==> images/pdn.png <==
The bar under the picture is 20 um long. Pins as bars on the die edge.
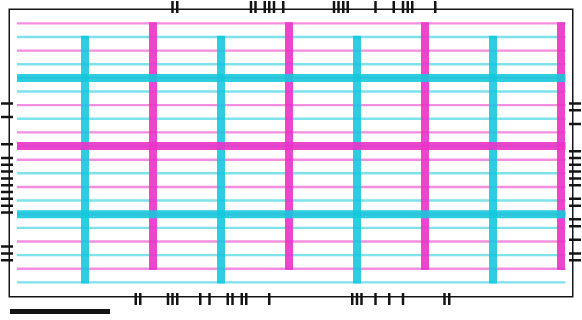
==> images/cell_classes.png <==
The bar under the picture is 20 um long.
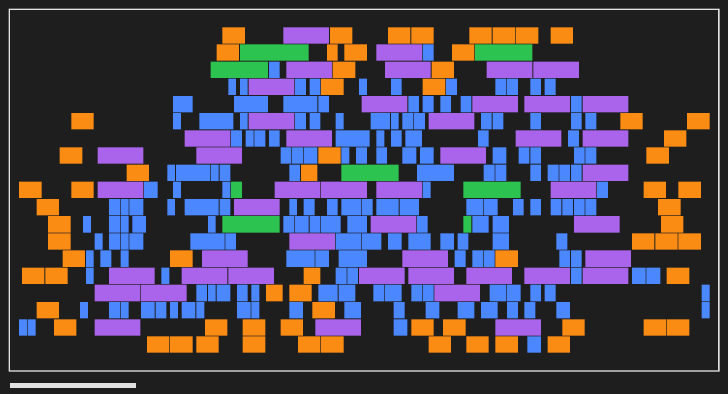
==> images/clock_map.png <==
The bar under the picture is 20 um long.
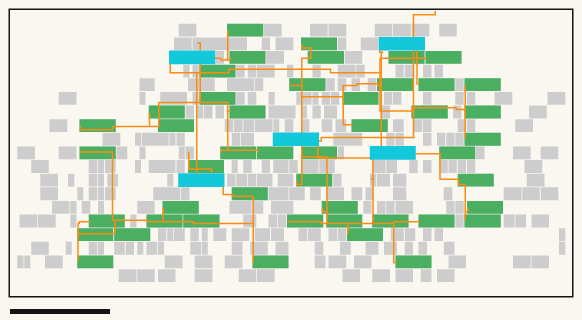
File: config.mk
export PLATFORM = sky130hd
export DESIGN_NAME = alu_mul_seq_flat
export DESIGN_NICKNAME = d
export VERILOG_FILES = /design/src/rtl/alu_pkg.sv /design/src/rtl/alu_mul_seq_if.sv /design/src/rtl/alu_mul_seq.sv /design/src/flat_wrapper.sv
export SDC_FILE = /design/constraint.sdc
export NUM_CORES = 1
export LEC_CHECK = 0
export CAP_MARGIN = 25
export CELL_PAD_IN_SITES_DETAIL_PLACEMENT = 0
export CELL_PAD_IN_SITES_GLOBAL_PLACEMENT = 1
export CORE_ASPECT_RATIO = 0.5
export CORE_UTILIZATION = 36
export CTS_BUF_LIST = sky130_fd_sc_hd__clkbuf_16
export CTS_CLUSTER_DIAMETER = 30
export DETAILED_ROUTE_END_ITERATION = 7
export PLACE_DENSITY = 0.9
export SETUP_SLACK_MARGIN = 0.15
export SYNTH_ARGS = -nofsm -noshare
export SYNTH_HDL_FRONTEND = slang
export SYNTH_SLANG_ARGS = --single-unit
File: constraint.sdc
create_clock -name clk -period 3.87 [get_ports clk]
set_clock_uncertainty 0.05 [all_clocks]
set_input_delay 0.774 -clock clk [delete_from_list [all_inputs] [get_ports clk]]
set_output_delay 0.774 -clock clk [all_outputs]
set_load 0.005 [all_outputs]
File: src/rtl/alu_pkg.sv
// Shared ALU encodings and the multiplier sequencer state type.
// The CPU datapath and the multiply sequencer both import this package.
package alu_pkg;

    localparam logic [1:0] ALU_OP_ADD      = 2'b00;
    localparam logic [1:0] ALU_OP_SUB      = 2'b01;
    localparam logic [1:0] ALU_OP_AND      = 2'b10;
    localparam logic [1:0] ALU_OP_OR       = 2'b11;

    localparam logic [1:0] ALU_SHIFT_NONE  = 2'b00;
    localparam logic [1:0] ALU_SHIFT_LEFT  = 2'b01;
    localparam logic [1:0] ALU_SHIFT_RIGHT = 2'b10;
    localparam logic [1:0] ALU_SHIFT_ROT   = 2'b11;

    typedef enum logic [1:0] {
        IDLE = 2'b00,
        RUN  = 2'b01,
        DONE = 2'b10
    } mul_state_t;

endpackage

File: src/rtl/alu_mul_seq_if.sv
// Request/grant bus between a client block and the shared 8-bit ALU.
// The master side is the client; the slave side is the ALU plus its arbiter.
interface alu_mul_seq_if #(
    parameter int WIDTH = 8
);
    logic             alu_req;
    logic             alu_gnt;
    logic [WIDTH-1:0] alu_a;
    logic [WIDTH-1:0] alu_b;
    logic [1:0]       alu_sel;
    logic [1:0]       alu_shift;
    logic             alu_cout;
    logic [WIDTH-1:0] alu_result;

    modport master (
        output alu_req, alu_a, alu_b, alu_sel, alu_shift,
        input  alu_gnt, alu_cout, alu_result
    );

    modport slave (
        input  alu_req, alu_a, alu_b, alu_sel, alu_shift,
        output alu_gnt, alu_cout, alu_result
    );

endinterface

File: src/rtl/alu_mul_seq.sv
// Shift-and-add unsigned multiplier that borrows the shared ALU as its adder,
// one granted ALU add per multiplier bit; stalls cleanly while the CPU holds the ALU.
module alu_mul_seq
    import alu_pkg::*;
#(
    parameter int WIDTH = 8,
    parameter int CNT_W = 4
) (
    input  logic                 clk,
    input  logic                 rst,
    input  logic                 start,
    input  logic [WIDTH-1:0]     op_a,
    input  logic [WIDTH-1:0]     op_b,
    output logic                 busy,
    output logic                 done,
    output logic [2*WIDTH-1:0]   product,
    output logic                 zero,
    alu_mul_seq_if.master        alu
);

    mul_state_t       state, state_next;
    logic [WIDTH-1:0] mcand;
    logic [WIDTH-1:0] acc;
    logic [WIDTH-1:0] mq;
    logic [CNT_W-1:0] count;
    logic             last_iter;
    logic [2*WIDTH-1:0] shifted;

    assign last_iter = (count == CNT_W'(WIDTH - 1));

    // The carry lands in acc's MSB, so {acc, mq} after the shift is the full partial product.
    assign shifted = {alu.alu_cout, alu.alu_result, mq[WIDTH-1:1]};

    always_ff @(posedge clk) begin
        if (rst) begin
            state <= IDLE;
        end else begin
            state <= state_next;
        end
    end

    always_comb begin
        state_next    = state;
        busy          = 1'b0;
        done          = 1'b0;
        alu.alu_req   = 1'b0;
        alu.alu_a     = '0;
        alu.alu_b     = '0;
        alu.alu_sel   = ALU_OP_ADD;
        alu.alu_shift = ALU_SHIFT_NONE;
        case (state)
            IDLE: begin
                if (start) begin
                    state_next = RUN;
                end
            end
            RUN: begin
                busy        = 1'b1;
                alu.alu_req = 1'b1;
                alu.alu_a   = acc;
                alu.alu_b   = mq[0] ? mcand : '0;
                if (alu.alu_gnt && last_iter) begin
                    state_next = DONE;
                end
            end
            DONE: begin
                done       = 1'b1;
                state_next = IDLE;
            end
            default: begin
                state_next = IDLE;
            end
        endcase
    end

    // Without a grant nothing moves, so a stall of any length loses no partial state.
    always_ff @(posedge clk) begin
        if (rst) begin
            mcand   <= '0;
            acc     <= '0;
            mq      <= '0;
            count   <= '0;
            product <= '0;
            zero    <= 1'b0;
        end else begin
            case (state)
                IDLE: begin
                    if (start) begin
                        mcand <= op_a;
                        mq    <= op_b;
                        acc   <= '0;
                        count <= '0;
                    end
                end
                RUN: begin
                    if (alu.alu_gnt) begin
                        acc   <= shifted[2*WIDTH-1:WIDTH];
                        mq    <= shifted[WIDTH-1:0];
                        count <= count + 1'b1;
                        if (last_iter) begin
                            product <= shifted;
                            zero    <= (shifted == '0);
                        end
                    end
                end
                default: begin
                end
            endcase
        end
    end

endmodule

File: src/flat_wrapper.sv
// flat-port wrapper written by rule: the top's interface ports become plain ports
module alu_mul_seq_flat import alu_pkg::*;
#(
    parameter int WIDTH = 8,
    parameter int CNT_W = 4
)
  (clk, rst, start, op_a, op_b, busy, done, product, zero, alu_alu_req, alu_alu_a, alu_alu_b, alu_alu_sel, alu_alu_shift, alu_alu_gnt, alu_alu_cout, alu_alu_result);
  alu_mul_seq_if #(.WIDTH(WIDTH)) alu_i ();
  input  logic clk;
  input  logic rst;
  input  logic start;
  input  logic [WIDTH-1:0] op_a;
  input  logic [WIDTH-1:0] op_b;
  output logic busy;
  output logic done;
  output logic [2*WIDTH-1:0] product;
  output logic zero;
  output wire logic [$bits(alu_i.alu_req)-1:0] alu_alu_req;
  output wire logic [$bits(alu_i.alu_a)-1:0] alu_alu_a;
  output wire logic [$bits(alu_i.alu_b)-1:0] alu_alu_b;
  output wire logic [$bits(alu_i.alu_sel)-1:0] alu_alu_sel;
  output wire logic [$bits(alu_i.alu_shift)-1:0] alu_alu_shift;
  input wire logic [$bits(alu_i.alu_gnt)-1:0] alu_alu_gnt;
  input wire logic [$bits(alu_i.alu_cout)-1:0] alu_alu_cout;
  input wire logic [$bits(alu_i.alu_result)-1:0] alu_alu_result;
  assign alu_alu_req = alu_i.alu_req;
  assign alu_alu_a = alu_i.alu_a;
  assign alu_alu_b = alu_i.alu_b;
  assign alu_alu_sel = alu_i.alu_sel;
  assign alu_alu_shift = alu_i.alu_shift;
  assign alu_i.alu_gnt = alu_alu_gnt;
  assign alu_i.alu_cout = alu_alu_cout;
  assign alu_i.alu_result = alu_alu_result;
  alu_mul_seq #(.WIDTH(WIDTH), .CNT_W(CNT_W)) u_core (.clk(clk), .rst(rst), .start(start), .op_a(op_a), .op_b(op_b), .busy(busy), .done(done), .product(product), .zero(zero), .alu(alu_i));
endmodule
==> run_results.csv <==
group,metric,value,unit
yosys,top_cells_by_area,"dfxtp_1, a21oi_1, nand3_1",
final_layout,seq_area,941,um^2
worst_setup_path,worst_setup_path_startpoint,"u_core.state[0]",
power_and_ir_drop,ir_worst_vdd,268,uV
yosys,synth_area,0.00218,mm^2
clocking,cts_tree,"yes",
sta,rsz0062_at_grt,"no",
yosys,logic_family,"simple AND/OR/NAND/NOR gates",
yosys,netlist-cell-type-count,38,
global_routing,grt_pass1_vias,1909,
final_layout,layout.clock.cell_area_share,5.61,%
yosys,synthDominantCellAreaShare,43.1,%
worst_setup_path,critPathRequiredTime,3.05,ns
status,status,"finished, violations left",
yosys,synth_adder_area_share,0.573,%
worst_setup_path,timing.critical_path.arrival,2.10,ns
routing,drt-total-wl,5.47,mm
clocking,cts_hold_repair.buffers,0,
routing,routedLengthMet1,2.54,mm
routing,wl_met3,365,um
worst_setup_path,timing_worst_setup_path_type,"reg -> out",
final_layout,largest_register_ff_count,16,
final_layout,inverters_excl_clock,2,
final_layout,comb_cells,181,
sta,max_slew.worst_pin.slew,0.920,ns
placement,dp_hpwl,3.77,mm
routing,drc,2,
placement,port_buffers,64,
die,coreArea,0.00566,mm^2
job,stage_log_warnings,26,
worst_setup_path,timing.critical_path.fanout_max,52,
routing,met2_length,2.49,mm
global_routing,grt_use_total,17.9,%
power_and_ir_drop,power.share.combinational,12.2,%
yosys,asyncSetResetFlopFracSynth,0,%
sta,fin_ws,0.944,ns
worst_setup_path,rr_startpoint,"u_core.count[0]",
final_layout,mostFrequentLayoutCells,"clkdlybuf4s50_1, dfxtp_1, a21oi_1",
worst_setup_path,crit_path_max_incr_delay,0.51,ns
final_layout,combGateArea,0.00106,mm^2
yosys,ys_sh_xor,0.401,%
die,die_y,57.1,um
final_layout,antenna-diode-count,0,
yosys,warnings_synthesis,0,
worst_setup_path,timing.critical_path.buf_inv,3,
final_layout,mostFrequentLayoutCell,"clkdlybuf4s50_1",
final_layout,fillers,533,
hold_path,holdPathEnd,"u_core.mcand[0]",
placement,placed_cell_area,0.00276,mm^2
yosys,synth.cells.most_frequent,"dfxtp_1, a21oi_1, nand2_1",
routing,detailroute.via_count,2030,
routing,drtPass1Iterations,8,
die,n_tap_cell,73,
clocking,cts.sink_count,47,
global_routing,grt_busiest_layer,"met2",
die,placementRows,19,
power_and_ir_drop,share_seq_of_total_power,45.6,%
sta,final-max-slew-violation-count,0,
status,violations,"DRC",
yosys,postSynthAreaPerCell,8.50,um^2
placement,setup_ws_pre_cts,0.873,ns
worst_setup_path,timing.critical_path.from_type,"register",
yosys,postSynthRegisterBits,47,
yosys,ys_seq_share,43.1,%
worst_setup_path,critical_path_depth,5,
sta,finalHoldViolCount,0,
worst_setup_path,cp_top_family,"buffers and inverters",
die,chip_area,0.00640,mm^2
hold_path,timing.hold.worst.start,"u_core.mcand[0]",
sta,holdWs,0.399,ns
final_layout,seq-cell-share,32.2,%
worst_setup_path,cp-endpoint,"alu_alu_b[0]",
routing,top_layer_used,"met4",
sta,achievable-frequency,342,MHz
die,ioPinCount,69,
yosys,yosys.area_share.simple,24.8,%
power_and_ir_drop,net-switching-power,274,uW
global_routing,grt_overflow_total,0,
About pdn.png:
legend:
  magenta:
    net: VDD
  cyan:
    net: VSS
signal pins: 69
met4 straps: 8
met1 rails: 20
met5 straps: 3
rows: 19

About cell_classes.png:
legend:
  orange:
    class: other buffers and delay cells
    cells: 67
    share_of_their_area: 23%
  green:
    class: clock drivers and dummy loads
    cells: 8
    share_of_their_area: 5.8%
  purple:
    class: flip-flops
    cells: 47
    share_of_their_area: 33%
  blue:
    class: all other logic
    cells: 183
    share_of_their_area: 38%

About clock_map.png:
legend:
  cyan:
    item: cells driving clock nets
    count: 5
  orange:
    item: clock wires
    length: 572 um
  green:
    item: flip-flops
    count: 47
flops lie: all over the die
routed clock nets: 6
clock distribution power: 480 uW
clock insertion delay at the later pin of the skew report: 0.29 ns
Clock power frac: 42.1%

Power and IR drop assume default switching activity.
